===== config.mk =====
export PLATFORM = sky130hd
export DESIGN_NAME = apb4_master_flat
export DESIGN_NICKNAME = d
export VERILOG_FILES = /design/src/rtl/apb4_pkg.sv /design/src/rtl/apb4_intf.sv /design/src/rtl/apb4_master.sv /design/src/flat_wrapper.sv
export SDC_FILE = /design/constraint.sdc
export NUM_CORES = 1
export LEC_CHECK = 0
export ABC_AREA = 1
export CORE_AREA = 2 2 116 73
export CTS_CLUSTER_DIAMETER = 60
export DETAILED_ROUTE_END_ITERATION = 6
export DIE_AREA = 0 0 118 75
export PLACE_DENSITY = 0.77
export SLEW_MARGIN = 15
export SYNTH_ARGS = -nofsm -noshare
export SYNTH_HDL_FRONTEND = slang
export SYNTH_SLANG_ARGS = --single-unit

===== constraint.sdc =====
create_clock -name clk -period 1.63 [get_ports clk]
set_clock_uncertainty 0.15 [all_clocks]
set_input_delay 0.163 -clock clk [delete_from_list [all_inputs] [get_ports clk]]
set_output_delay 0.163 -clock clk [all_outputs]
set_load 0.02 [all_outputs]

===== src/rtl/apb4_pkg.sv =====
// Shared APB4 master types: FSM state encoding and the fixed protection attribute.
package apb4_pkg;

    typedef enum logic [1:0] {
        ST_IDLE   = 2'd0,
        ST_SETUP  = 2'd1,
        ST_ACCESS = 2'd2,
        ST_RESP   = 2'd3
    } apb_mst_state_t;

    // Normal, secure, data access.
    localparam logic [2:0] PPROT_DEFAULT = 3'b000;

endpackage


===== src/rtl/apb4_intf.sv =====
// APB4 bus bundle with master and slave views.
interface apb4_intf #(
    parameter int ADDR_WIDTH = 3,
    parameter int DATA_WIDTH = 32
);
    logic                      psel;
    logic                      penable;
    logic                      pwrite;
    logic [ADDR_WIDTH-1:0]     paddr;
    logic [DATA_WIDTH-1:0]     pwdata;
    logic [DATA_WIDTH/8-1:0]   pstrb;
    logic [2:0]                pprot;
    logic [DATA_WIDTH-1:0]     prdata;
    logic                      pready;
    logic                      pslverr;

    modport master (
        output psel, penable, pwrite, paddr, pwdata, pstrb, pprot,
        input  prdata, pready, pslverr
    );

    modport slave (
        input  psel, penable, pwrite, paddr, pwdata, pstrb, pprot,
        output prdata, pready, pslverr
    );
endinterface


===== src/rtl/apb4_master.sv =====
// Command/response to APB4 bridge; optional ACCESS timeout via APB4_MASTER_TIMEOUT_EN.
// Latency: accept -> rsp valid in 3 cycles plus slave wait states.
// Backpressure: cmd ready only in IDLE; response held until i_rsp_ready.
module apb4_master
    import apb4_pkg::*;
#(
    parameter int ADDR_WIDTH     = 3,
    parameter int DATA_WIDTH     = 32,
    parameter int TIMEOUT_CYCLES = 16
) (
    input  logic                    clk,
    input  logic                    rst_n,
    apb4_intf.master                m_apb,
    input  logic                    i_cmd_valid,
    output logic                    o_cmd_ready,
    input  logic                    i_cmd_is_wr,
    input  logic [ADDR_WIDTH-1:0]   i_cmd_addr,
    input  logic [DATA_WIDTH-1:0]   i_cmd_wr_data,
    input  logic [DATA_WIDTH/8-1:0] i_cmd_wr_strb,
    output logic                    o_rsp_valid,
    input  logic                    i_rsp_ready,
    output logic [DATA_WIDTH-1:0]   o_rsp_rd_data,
    output logic                    o_rsp_err,
    output logic                    o_rsp_timeout
);

    if (TIMEOUT_CYCLES < 1) begin : g_bad_timeout
        $error("apb4_master: TIMEOUT_CYCLES must be at least 1");
    end

    apb_mst_state_t state, nxt_state;

    logic                    accept;
    logic                    done;
    logic                    to_hit;
    logic                    pwrite_q;
    logic [ADDR_WIDTH-1:0]   paddr_q;
    logic [DATA_WIDTH-1:0]   pwdata_q;
    logic [DATA_WIDTH/8-1:0] pstrb_q;
    logic [DATA_WIDTH-1:0]   rsp_rd_data_q;
    logic                    rsp_err_q;
    logic                    psel_c;
    logic                    penable_c;
    logic                    cmd_ready_c;
    logic                    rsp_valid_c;

    assign accept = (state == ST_IDLE) && i_cmd_valid;
    assign done   = (state == ST_ACCESS) && m_apb.pready;

    always_ff @(posedge clk) begin
        if (!rst_n) begin
            state <= ST_IDLE;
        end else begin
            state <= nxt_state;
        end
    end

    always_comb begin
        nxt_state   = state;
        psel_c      = 1'b0;
        penable_c   = 1'b0;
        cmd_ready_c = 1'b0;
        rsp_valid_c = 1'b0;
        case (state)
            ST_IDLE: begin
                cmd_ready_c = 1'b1;
                if (i_cmd_valid) nxt_state = ST_SETUP;
            end
            ST_SETUP: begin
                psel_c    = 1'b1;
                nxt_state = ST_ACCESS;
            end
            ST_ACCESS: begin
                psel_c    = 1'b1;
                penable_c = 1'b1;
                if (done || to_hit) nxt_state = ST_RESP;
            end
            ST_RESP: begin
                rsp_valid_c = 1'b1;
                if (i_rsp_ready) nxt_state = ST_IDLE;
            end
            default: nxt_state = ST_IDLE;
        endcase
    end

    // Command is captured once at accept; the bus fields then stay frozen
    // until the next accept, which also covers the hold-last-value rule.
    always_ff @(posedge clk) begin
        if (!rst_n) begin
            pwrite_q <= 1'b0;
            paddr_q  <= '0;
            pwdata_q <= '0;
            pstrb_q  <= '0;
        end else if (accept) begin
            pwrite_q <= i_cmd_is_wr;
            paddr_q  <= i_cmd_addr;
            pwdata_q <= i_cmd_wr_data;
            pstrb_q  <= i_cmd_is_wr ? i_cmd_wr_strb : '0;
        end
    end

    always_ff @(posedge clk) begin
        if (!rst_n) begin
            rsp_rd_data_q <= '0;
            rsp_err_q     <= 1'b0;
        end else if (done) begin
            rsp_rd_data_q <= pwrite_q ? '0 : m_apb.prdata;
            rsp_err_q     <= m_apb.pslverr;
        end else if (to_hit) begin
            rsp_rd_data_q <= '0;
            rsp_err_q     <= 1'b1;
        end
    end

`ifdef APB4_MASTER_TIMEOUT_EN
    localparam int TO_W = $clog2(TIMEOUT_CYCLES + 1);

    logic [TO_W-1:0] to_cnt;
    logic            rsp_to_q;

    // to_cnt holds the number of completed wait cycles; pready has priority.
    assign to_hit = (state == ST_ACCESS) && !m_apb.pready &&
                    (to_cnt == TO_W'(TIMEOUT_CYCLES - 1));

    always_ff @(posedge clk) begin
        if (!rst_n) begin
            to_cnt <= '0;
        end else if (state == ST_SETUP) begin
            to_cnt <= '0;
        end else if ((state == ST_ACCESS) && !m_apb.pready) begin
            to_cnt <= to_cnt + 1'b1;
        end
    end

    always_ff @(posedge clk) begin
        if (!rst_n) begin
            rsp_to_q <= 1'b0;
        end else if (done) begin
            rsp_to_q <= 1'b0;
        end else if (to_hit) begin
            rsp_to_q <= 1'b1;
        end
    end

    assign o_rsp_timeout = rsp_to_q;
`else
    assign to_hit        = 1'b0;
    assign o_rsp_timeout = 1'b0;
`endif

    assign m_apb.psel    = psel_c;
    assign m_apb.penable = penable_c;
    assign m_apb.pwrite  = pwrite_q;
    assign m_apb.paddr   = paddr_q;
    assign m_apb.pwdata  = pwdata_q;
    assign m_apb.pstrb   = pstrb_q;
    assign m_apb.pprot   = PPROT_DEFAULT;

    assign o_cmd_ready   = cmd_ready_c;
    assign o_rsp_valid   = rsp_valid_c;
    assign o_rsp_rd_data = rsp_rd_data_q;
    assign o_rsp_err     = rsp_err_q;

endmodule


===== src/flat_wrapper.sv =====
// flat-port wrapper written by rule: the top's interface ports become plain ports
module apb4_master_flat import apb4_pkg::*;
#(
    parameter int ADDR_WIDTH     = 3,
    parameter int DATA_WIDTH     = 32,
    parameter int TIMEOUT_CYCLES = 16
)
  (clk, rst_n, i_cmd_valid, o_cmd_ready, i_cmd_is_wr, i_cmd_addr, i_cmd_wr_data, i_cmd_wr_strb, o_rsp_valid, i_rsp_ready, o_rsp_rd_data, o_rsp_err, o_rsp_timeout, m_apb_psel, m_apb_penable, m_apb_pwrite, m_apb_paddr, m_apb_pwdata, m_apb_pstrb, m_apb_pprot, m_apb_prdata, m_apb_pready, m_apb_pslverr);
  apb4_intf #(.ADDR_WIDTH(ADDR_WIDTH), .DATA_WIDTH(DATA_WIDTH)) m_apb_i ();
  input  logic clk;
  input  logic rst_n;
  input  logic i_cmd_valid;
  output logic o_cmd_ready;
  input  logic i_cmd_is_wr;
  input  logic [ADDR_WIDTH-1:0] i_cmd_addr;
  input  logic [DATA_WIDTH-1:0] i_cmd_wr_data;
  input  logic [DATA_WIDTH/8-1:0] i_cmd_wr_strb;
  output logic o_rsp_valid;
  input  logic i_rsp_ready;
  output logic [DATA_WIDTH-1:0] o_rsp_rd_data;
  output logic o_rsp_err;
  output logic o_rsp_timeout;
  output wire logic [$bits(m_apb_i.psel)-1:0] m_apb_psel;
  output wire logic [$bits(m_apb_i.penable)-1:0] m_apb_penable;
  output wire logic [$bits(m_apb_i.pwrite)-1:0] m_apb_pwrite;
  output wire logic [$bits(m_apb_i.paddr)-1:0] m_apb_paddr;
  output wire logic [$bits(m_apb_i.pwdata)-1:0] m_apb_pwdata;
  output wire logic [$bits(m_apb_i.pstrb)-1:0] m_apb_pstrb;
  output wire logic [$bits(m_apb_i.pprot)-1:0] m_apb_pprot;
  input wire logic [$bits(m_apb_i.prdata)-1:0] m_apb_prdata;
  input wire logic [$bits(m_apb_i.pready)-1:0] m_apb_pready;
  input wire logic [$bits(m_apb_i.pslverr)-1:0] m_apb_pslverr;
  assign m_apb_psel = m_apb_i.psel;
  assign m_apb_penable = m_apb_i.penable;
  assign m_apb_pwrite = m_apb_i.pwrite;
  assign m_apb_paddr = m_apb_i.paddr;
  assign m_apb_pwdata = m_apb_i.pwdata;
  assign m_apb_pstrb = m_apb_i.pstrb;
  assign m_apb_pprot = m_apb_i.pprot;
  assign m_apb_i.prdata = m_apb_prdata;
  assign m_apb_i.pready = m_apb_pready;
  assign m_apb_i.pslverr = m_apb_pslverr;
  apb4_master #(.ADDR_WIDTH(ADDR_WIDTH), .DATA_WIDTH(DATA_WIDTH), .TIMEOUT_CYCLES(TIMEOUT_CYCLES)) u_core (.clk(clk), .rst_n(rst_n), .m_apb(m_apb_i), .i_cmd_valid(i_cmd_valid), .o_cmd_ready(o_cmd_ready), .i_cmd_is_wr(i_cmd_is_wr), .i_cmd_addr(i_cmd_addr), .i_cmd_wr_data(i_cmd_wr_data), .i_cmd_wr_strb(i_cmd_wr_strb), .o_rsp_valid(o_rsp_valid), .i_rsp_ready(i_rsp_ready), .o_rsp_rd_data(o_rsp_rd_data), .o_rsp_err(o_rsp_err), .o_rsp_timeout(o_rsp_timeout));
endmodule

run_1/final_congestion.png
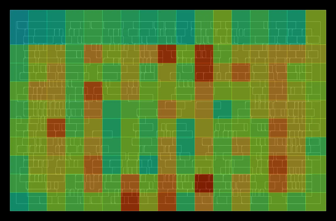
post-DR wirelength/cell: 13.83 µm
GR Layer Usage met3: 7.348%
GR Layer Usage met2: 32.43%

run_1/zoom.png
Region (44, 8) to (74, 38) µm. Cells in grey, sequential cells in the stronger grey; small squares are vias.
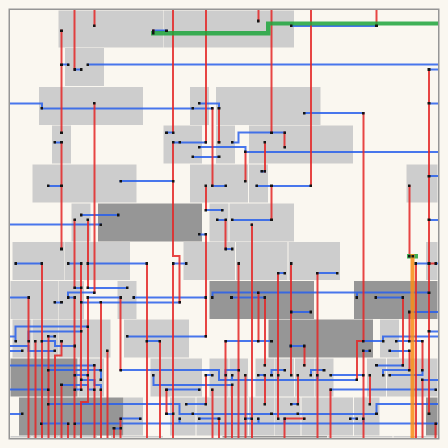
layer	colour
met2	red
met1	blue
met4	orange
met3	green
sequential cells in the window	6
netlist names of flops here include	`u_core.m_apb.pwdata` (6)
cells with their middle in the window	53
most frequent	nor2_1 (12), clkdlybuf4s50_1 (11)

==> impl_metrics.py, run 1 <==
# Metrics from the implementation run
metrics = {
    "worst_setup_path": {
        "critical_path_arrival_ps": 1290,
        "path_delay_family": "buffers and inverters",
        "cp_cell_sequence": "clkdlybuf4s50_1",
        "slowest_stage": "clkdlybuf4s50_1",
        "cp_num_buf_inv": 1,
        "critPathKind": "flip-flop to primary output",
        "path_max_fanout": 2,
    },
    "run": {
        "maxCapViolations": 0,
        "warnings": 29,
    },
    "grt": {
        "grt_max_degree": 40,
        "grt_pass1_wl_um": 13310,
    },
    "logic_synthesis": {
        "top_cells_by_count": "77 x nor2_1, 75 x dfxtp_1, 47 x nand2_1",
        "yosysWarnings": 0,
        "synth_top_area_share_pct": 52.42,
        "syn-cell-area_um2": 2864,
        "edf_count": 0,
        "ys_chip_area_um2": 2864,
        "yosysSeqAreaShare_pct": 52.42,
        "ys_ff": 75,
    },
    "pwr": {
        "pwr-share-comb_pct": 37.5,
        "pwr-share-seq_pct": 31.9,
        "internal-power_w": 0.005004,
        "irDropWorstVdd_uv": 1184,
        "power_density_nw_per_um2": 1507,
    },
    "final_layout": {
        "final_nets": 583,
        "diodes": 0,
        "utilization_pct": 64.40,
        "area_growth_pct": 73.74,
    },
    "die": {
        "num_rows": 25,
        "core_area_um2": 7726,
        "die-area_um2": 8850,
    },
    "routing": {
        "ant_nets": 0,
        "first_pass_iters": 4,
    },
    "clock_tree": {
        "cts_setup_buffers": 0,
        "cts_buffers": 9,
        "clock_latency_ps": 330,
        "cts_sinks": 75,
        "cts_tree": "built",
    },
    "min_path": {
        "hold_path.class": "input port to flip-flop",
    },
    "run_status": {
        "outcome": "finished clean",
    },
    "timing": {
        "period_minus_slack_ps": 1606,
        "setup_viol": 0,
        "slew_violations": 0,
        "hold_ws_ps": 242.4,
    },
    "placed_design": {
        "dpl-instance-area_um2": 4534,
        "io_buffers": 154,
    },
}
run_1/wire_density.png
Drawn at 3 px/µm. The die is cut into 24 by 15 equal tiles; white is low, dark blue is high, scaled to the fullest tile. Values are wire area over tile area, all layers added.
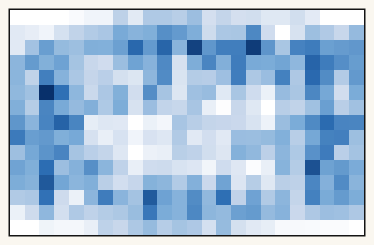
nearly empty tiles	4.4%
mean over tiles	0.15
tiles over half the peak	24%
emptiest ninth of the die	centre
fullest tile	0.42
Routed Wire Length: 8507 µm
GR Util All Layers: 19.29%
vias: 2,843

run_1/gate_families.png
Drawn at 4 px/µm.
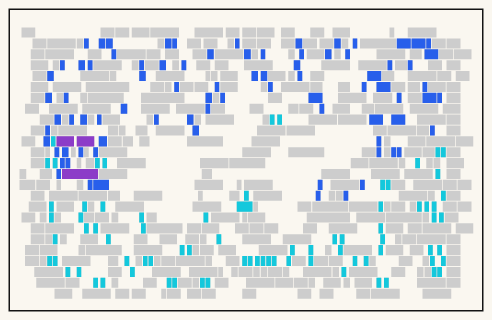
family	colour	cells	most used
adder and majority cells	purple	3	ha_1
NOR gates	cyan	78	nor2_1
NAND gates	blue	82	nand2_1
Top cell excl fill/tap: clkdlybuf4s50_1
logic share of the area: 23.66%
Layout Cells excl Fill: 615

-- run 1: per-layer routing --
metal | vias up | part of all wire [%]
li1 | 1433 | -
met4 | 0 | 1.2
met2 | 102 | 46
met3 | 9 | 6.7
met5 | - | 0
met1 | 1299 | 46
-- run 1: stage by stage --
step                      power [W]  worst slack, ps
after floorplan            0.004011            160.0
after global placement     0.005205            41.36
after detailed placement   0.005276            10.75
after CTS                  0.007557            1.664
after global routing       0.007912           -2.026
final                      0.007497            24.08
-- run 1: cell families (layout without fill, tap and decap cells) --
family,count (synthesis),count (layout),synth area share [%]
buffers and inverters,37,191,7.470
flip-flops,75,75,52.42
AND-OR/OR-AND,73,73,14.02
adder cells (fa/ha/maj),3,3,1.311
other,1,4,0.1309
AND/OR/NAND/NOR,161,161,24.64
-- run 1: flip-flops by register name, indices dropped and copies added, names as in the netlist --
signal                count
u_core.m_apb.paddr        3
u_core.o_rsp_err          1
u_core.state              2
u_core.o_rsp_rd_data     32
u_core.m_apb.pwdata      32
u_core.m_apb.pwrite       1
u_core.m_apb.pstrb        4
-- run 1: layout by cell type, fill, tap and decap left out, drive strengths merged --
master,synthesis,routed
a21oi,36,36
buf,21,13
bufinv,0,3
clkbuf,6,10
clkdlybuf4s15,0,1
clkdlybuf4s50,0,114
clkinv,1,1
clkinvlp,0,3
conb,1,4
dfxtp,75,75
dlygate4sd2,0,3
dlymetal6s2s,0,34
ha,3,3
inv,9,9
nand2,49,49
nand3,33,33
nor2,78,78
o21a,1,1
o21ai,36,36
or2,1,1
-- run 1: worst paths after layout --
check	slack, ps	cells after the start	from	end
setup / recovery	20	1	u_core.o_rsp_rd_data[26]	o_rsp_rd_data[26]
hold / removal	240	3	i_cmd_wr_strb[3]	u_core.m_apb.pstrb[3]
setup reg to reg	100	6	u_core.state[0]	u_core.o_rsp_rd_data[29]
hold reg to reg	310	2	u_core.o_rsp_rd_data[4]	u_core.o_rsp_rd_data[4]
-- run 1: worst min-delay path: cells and delay by family --
family | cells | cell delay [ps]
buffers and inverters | 1 | 390
AND/OR/NAND/NOR | 1 | 60
AND-OR/OR-AND | 1 | 50
-- run 1: cell type report --
type | count | area (µm²)
Sequential cell | 75 | 1501
Clock inverter | 6 | 112.6
Inverter | 10 | 38.79
Timing Repair Buffer | 165 | 1772
Tap cell | 108 | 135.1
Clock buffer | 10 | 239.0
Multi-Input combinational cell | 241 | 1177
Fill cell | 676 | 2750
-- run 1: power groups by stage --
stage,combinational (W),sequential [W],clock [W]
global placement,0.00280,0.00241,0
finish,0.00281,0.00239,0.00230
global route,0.00305,0.00243,0.00243
CTS,0.00282,0.00239,0.00235
detailed placement,0.00285,0.00243,0
floorplan,0.00118,0.00283,0
-- run 1: repair_timing --
action,CTS,global route
setup endpoints to repair,6,59
gates cloned,0,0
pin swaps,0,0
gates resized,13,39
==> run 2, diff against run 1 <==
--- a/config.mk
+++ b/config.mk
@@ -6,11 +6,15 @@
 export NUM_CORES = 1
 export LEC_CHECK = 0
 export ABC_AREA = 1
-export CORE_AREA = 2 2 116 73
+export CELL_PAD_IN_SITES_DETAIL_PLACEMENT = 1
+export CELL_PAD_IN_SITES_GLOBAL_PLACEMENT = 1
+export CORE_AREA = 2 2 139 87
 export CTS_CLUSTER_DIAMETER = 60
 export DETAILED_ROUTE_END_ITERATION = 6
-export DIE_AREA = 0 0 118 75
-export PLACE_DENSITY = 0.77
+export DIE_AREA = 0 0 141 89
+export GPL_ROUTABILITY_DRIVEN = 0
+export PLACE_DENSITY_LB_ADDON = 0.1
+export REMOVE_ABC_BUFFERS = 1
 export SLEW_MARGIN = 15
 export SYNTH_ARGS = -nofsm -noshare
 export SYNTH_HDL_FRONTEND = slang
run_2/clock_map.png
Drawn at 3 px/µm.
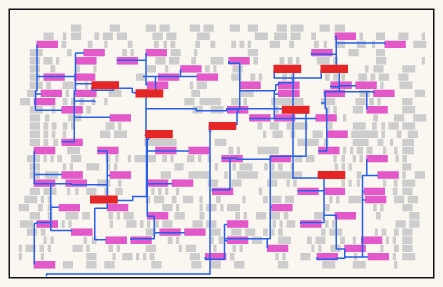
[cells driving clock nets] red | count: 9
[flip-flops] magenta | count: 75
[clock wires] blue | length: 1,100 µm
routed clock nets	10
Latency at later pin: 330 ps
share of power burned in the clock network: 30.3%

==> run 2 against run 1 <==
  * Global-route usage shrank 3.9 points
  * Utilization shrank 19 points
  * Fmax up 0.86%
  * Worst hold slack about the same
  * First-iteration DRC count shrank 50%
  * Sequential share of layout area shrank 0.32 points
  * Critical path depth unchanged
  * Clock power barely moved
==> impl_metrics.py, run 2 <==
# Metrics from the implementation run
metrics = {
    "run_status": {
        "outcome": "finished clean",
    },
    "timing": {
        "setup_viol": 0,
        "slew_violations": 0,
    },
    "clock_tree": {
        "cts_buffers": 9,
        "cts_sinks": 75,
    },
    "logic_synthesis": {
        "ys_sh_xor_pct": 0,
        "fa_ha_area_share_pct": 1.311,
        "ys_ff": 75,
        "yosysWarnings": 0,
        "yosysSeqAreaShare_pct": 52.42,
    },
    "worst_setup_path": {
        "critPathKind": "flip-flop to primary output",
        "cp_cell_sequence": "clkdlybuf4s50_1",
        "path_delay_family": "buffers and inverters",
        "path_max_fanout": 2,
    },
    "routing": {
        "ant_nets": 0,
        "first_pass_iters": 4,
    },
    "die": {
        "core_area_um2": 11150,
        "num_rows": 30,
    },
    "pwr": {
        "irDropWorstVdd_uv": 530.8,
        "power_density_nw_per_um2": 1497,
    },
    "final_layout": {
        "lay_top_cells": "106 x clkdlybuf4s50_1, 77 x nor2_1, 75 x dfxtp_1, 47 x nand2_1, 39 x dlymetal6s2s_1",
        "final_nets": 582,
        "diodes": 0,
        "regArea_um2": 1501,
    },
    "placed_design": {
        "dpl-instance-area_um2": 4584,
    },
    "grt": {
        "grt_pass1_wl_um": 14720,
    },
}
run_2/wire_density.png
Drawn at 3 px/µm. The die is cut into 28 by 18 equal tiles; white is low, dark blue is high, scaled to the fullest tile. Values are wire area over tile area, all layers added.
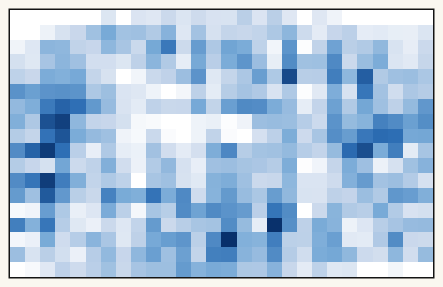
densest ninth of the die	bottom centre
tiles over half the peak	21%
mean over tiles	0.12
fullest tile	0.36
Routed Wire Length: 9548 µm
post-DR wirelength/cell: 14.71 µm
vias: 2,857
GR Util All Layers: 15.39%

==> run 2: cell type report <==
cell class | instances | area share [%]
Clock inverter | 4 | 1.966
Clock buffer | 11 | 4.827
Multi-Input combinational cell | 241 | 23.36
Timing Repair Buffer | 164 | 35.63
Inverter | 10 | 0.7713
Tap cell | 144 | 3.583
Sequential cell | 75 | 29.86
==> run 2: through the flow <==
step	total power (W)	setup slack, ps	hold WS [ps]	setup TNS [ps]	instances
after floorplan	0.003845	-363.4	130.6	-19240	326
after global placement	0.005289	22.10	300.9	0	634
after detailed placement	0.005365	-33.53	308.6	-33.53	634
after CTS	0.007629	0.5237	234.0	0	649
after global routing	0.007983	0.1288	247.2	0	649
final	0.007526	37.71	242.8	0	649
==> run 2: worst paths after layout <==
path | depth (start not counted) | end | start | slack, ps
setup / recovery | 1 | m_apb_pwdata[30] | u_core.m_apb.pwdata[30] | 40
hold / removal | 3 | u_core.m_apb.pstrb[3] | i_cmd_wr_strb[3] | 240
setup reg to reg | 7 | u_core.o_rsp_rd_data[2] | u_core.state[0] | 120
hold reg to reg | 2 | u_core.o_rsp_rd_data[17] | u_core.o_rsp_rd_data[17] | 310
==> run 2: power by group <==
part | leakage [nW] | total [W] | switching [W] | internal [W]
sequential | 0.614 | 0.00239 | 0.000184 | 0.00220
combinational | 1.72 | 0.00285 | 0.00159 | 0.00126
clock | 0.166 | 0.00228 | 0.000751 | 0.00153
total | 2.50 | 0.00753 | 0.00253 | 0.00500
==> run 2: timing repair <==
item,in CTS,in global routing
endpoints found under the setup margin,9,89
hold buffers,0,0
resized,16,43
buffers inserted,0,0
pin swaps,0,1
==> run 2: kinds of logic (layout without fill, tap and decap cells) <==
group / count (synthesis) / in the layout
buffers and inverters: 37 / 189
adders and majority gates: 3 / 3
and+or+nand+nor: 161 / 161
AOI/OAI and AO/OA: 73 / 73
DFF: 75 / 75
other: 1 / 4
==> run 2: layer usage <==
| metal | up-vias | share of wire (%) | track usage [%] | routed length [µm] |
|---|---|---|---|---|
| met5 | - | 0 | 0 | 0 |
| met2 | 95 | 46 | 25.76 | 4398 |
| met3 | 11 | 8.0 | 6.160 | 767 |
| li1 | 1427 | - | - | - |
| met4 | 0 | 1.5 | 5.818 | 147 |
| met1 | 1324 | 44 | 18.15 | 4235 |
==> run 3, diff against run 2 <==
--- a/config.mk
+++ b/config.mk
@@ -8,10 +8,11 @@
 export ABC_AREA = 1
 export CELL_PAD_IN_SITES_DETAIL_PLACEMENT = 1
 export CELL_PAD_IN_SITES_GLOBAL_PLACEMENT = 1
-export CORE_AREA = 2 2 139 87
+export CORE_AREA = 2 2 110 69
 export CTS_CLUSTER_DIAMETER = 60
 export DETAILED_ROUTE_END_ITERATION = 6
-export DIE_AREA = 0 0 141 89
+export DIE_AREA = 0 0 112 71
+export DONT_BUFFER_PORTS = 1
 export GPL_ROUTABILITY_DRIVEN = 0
 export PLACE_DENSITY_LB_ADDON = 0.1
 export REMOVE_ABC_BUFFERS = 1
run_3/wire_density.png
Drawn at 3 px/µm. The die is cut into 22 by 14 equal tiles; white is low, dark blue is high, scaled to the fullest tile. Values are wire area over tile area, all layers added.
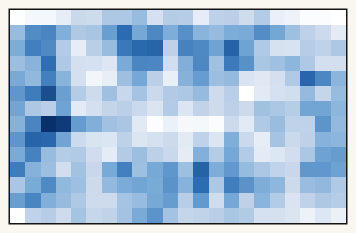
nearly empty tiles	2.6%
fullest tile	0.49
tiles over half the peak	24%
mean over tiles	0.18
emptiest ninth of the die	centre
vias: 2,658
Routed Wire Length: 8733 µm
post-DR wirelength/cell: 16.73 µm
GR Util All Layers: 21.70%

==> run 3 against run 2 <==
  * Critical path depth increased by 6
  * Power shrank 13%
  * Global-route usage rose by 6.3 points
  * Die area down 37%
  * Cell count shrank 20%
  * Synthesized cell count did not move
  * First-iteration DRC count up 23%
  * Sequential power grew about 20%
  * Count of clock-buffer cells in the layout grew 3
  * Critical path type is now flip-flop to flip-flop
==> impl_metrics.py, run 3 <==
# Metrics from the implementation run
metrics = {
    "worst_setup_path": {
        "rr_worst_depth": 7,
        "r2r_setup_slack_ps": 100,
        "r2r_end": "u_core.m_apb.pstrb[3]",
        "path_max_fanout": 29,
        "crit_cells": 7,
        "endpoint_kind": "flip-flop",
        "critPathKind": "flip-flop to flip-flop",
        "path_delay_family": "simple AND/OR/NAND/NOR gates",
        "cp_cell_sequence": "inv_1 > ha_2 > nand2_2 > buf_12 > nor2_4 > nand2_1 > a21oi_2",
    },
    "logic_synthesis": {
        "yosysWarnings": 0,
        "ys_ff": 75,
        "yosysSeqAreaShare_pct": 52.42,
        "area_leaders": "dfxtp_1 52%, nor2_1 10%, nand2_1 6.2%",
    },
    "final_layout": {
        "lay_top_cells": "77 x nor2_1, 75 x dfxtp_1, 74 x dlygate4sd3_1, 47 x nand2_1, 32 x o21ai_0",
        "regArea_um2": 1501,
    },
    "placed_design": {
        "dp_cells": 430,
        "dp_slack_ps": 127.0,
    },
    "pwr": {
        "power_density_nw_per_um2": 1619,
        "irDropWorstVdd_uv": 1058,
    },
    "clock_tree": {
        "clock_latency_ps": 330,
        "cts_buffers": 9,
        "cts_sinks": 75,
        "cts_setup_buffers": 0,
    },
    "routing": {
        "first_pass_iters": 4,
        "drcViolationCount": 0,
        "ant_nets": 0,
    },
    "min_path": {
        "whs_path_depth": 3,
        "worstHoldStart": "rst_n",
        "holdPathEnd": "u_core.o_rsp_rd_data[26]",
    },
    "run_status": {
        "outcome": "finished clean",
    },
    "timing": {
        "setup_viol": 0,
        "finalWorstSetupSlack_ps": 97.63,
        "slew_violations": 0,
    },
    "grt": {
        "grt_pass1_wl_um": 13680,
    },
    "run": {
        "maxCapViolations": 0,
    },
    "die": {
        "core_area_um2": 7027,
    },
}
run_3/gate_families.png
Drawn at 4 px/µm.
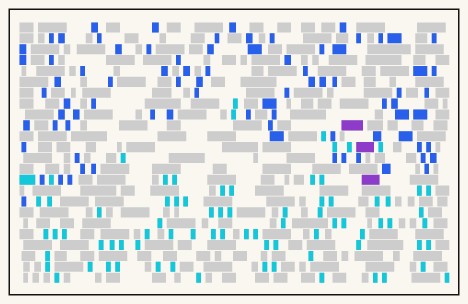
logic share of the area: 28.72%
Layout Cells excl Fill: 522

==> run 3: cell counts after synthesis <==
Identical to the previous run, type by type.
==> run 3: metal layers <==
metal / wire length (µm) / GRT usage, % / vias up / share of wire [%]
li1: - / - / 1285 / -
met2: 4241 / 37.44 / 104 / 49
met1: 3624 / 25.19 / 1249 / 41
met3: 701 / 7.883 / 20 / 8.0
met5: 0 / 0 / - / 0
met4: 165 / 7.859 / 0 / 1.9
==> run 3: repair_timing <==
| item | 4_1_cts | 5_1_grt |
|---|---|---|
| hold buffers | 75 | 0 |
| resized | 0 | 4 |
| setup endpoints to repair | 0 | 10 |
| hold endpoints to repair | 75 | 0 |
==> run 3: cells by family after synthesis <==
group	count (synthesis)	share of synthesized area (%)
DFF	75	52.42
buffers and inverters	37	7.470
adders and majority gates	3	1.311
and+or+nand+nor	161	24.64
other	1	0.1309
AOI/OAI and AO/OA	73	14.02
==> run 3: cell type report <==
type / instances / share of cell area [%]
clock inverter: 2 / 0.8629
multi-input combinational: 241 / 28.72
timing repair buffer: 89 / 23.39
inverter: 10 / 0.9861
tap: 91 / 2.804
clock buffer: 14 / 6.256
sequential: 75 / 36.98
==> run 3: worst max path at each step <==
| stage | start | endpoint | slack, ps |
|---|---|---|---|
| detailed placement | u_core.state[0] | u_core.o_rsp_rd_data[14] | 130 |
| global placement | u_core.state[1] | u_core.state[0] | 170 |
| CTS | u_core.state[1] | m_apb_psel | 100 |
| finish | u_core.state[1] | u_core.m_apb.pstrb[3] | 100 |
| floorplan | u_core.state[0] | u_core.o_rsp_rd_data[0] | -360 |
| global route | u_core.state[0] | u_core.m_apb.pstrb[3] | -10 |
==> run 3: power breakdown <==
group | switching (W) | total (W) | leakage, nW | internal (W)
sequential | 0.000666 | 0.00287 | 0.614 | 0.00221
combinational | 0.00104 | 0.00177 | 0.796 | 0.000734
clock | 0.000704 | 0.00193 | 0.141 | 0.00123
total | 0.00241 | 0.00657 | 1.55 | 0.00417
==> run 3: worst reg2reg max path: stages (launching register included) <==
cell and delay, ps:
dfxtp_1 330, inv_1 90, ha_2 210, nand2_2 110, buf_12 180, nor2_4 150, nand2_1 100, a21oi_2 160
==> run 3: per-stage QoR <==
step | power [W] | hold WS (ps) | area [µm²] | setup TNS [ps] | utilization [%]
2_1_floorplan | 0.003845 | 130.6 | 2700 | -19240 | -
3_3_place_gp | 0.004388 | 135.1 | 2974 | 0 | 42.33
3_5_place_dp | 0.004449 | 142.5 | 2974 | 0 | 42.33
4_1_cts | 0.006544 | 10.08 | 4024 | 0 | 57.27
5_1_grt | 0.006965 | 33.72 | 4060 | -12.93 | 57.78
6_report | 0.006575 | 13.85 | 4060 | 0 | 57.78
Power figures rest on the tool's default switching activity, not on a simulated workload.
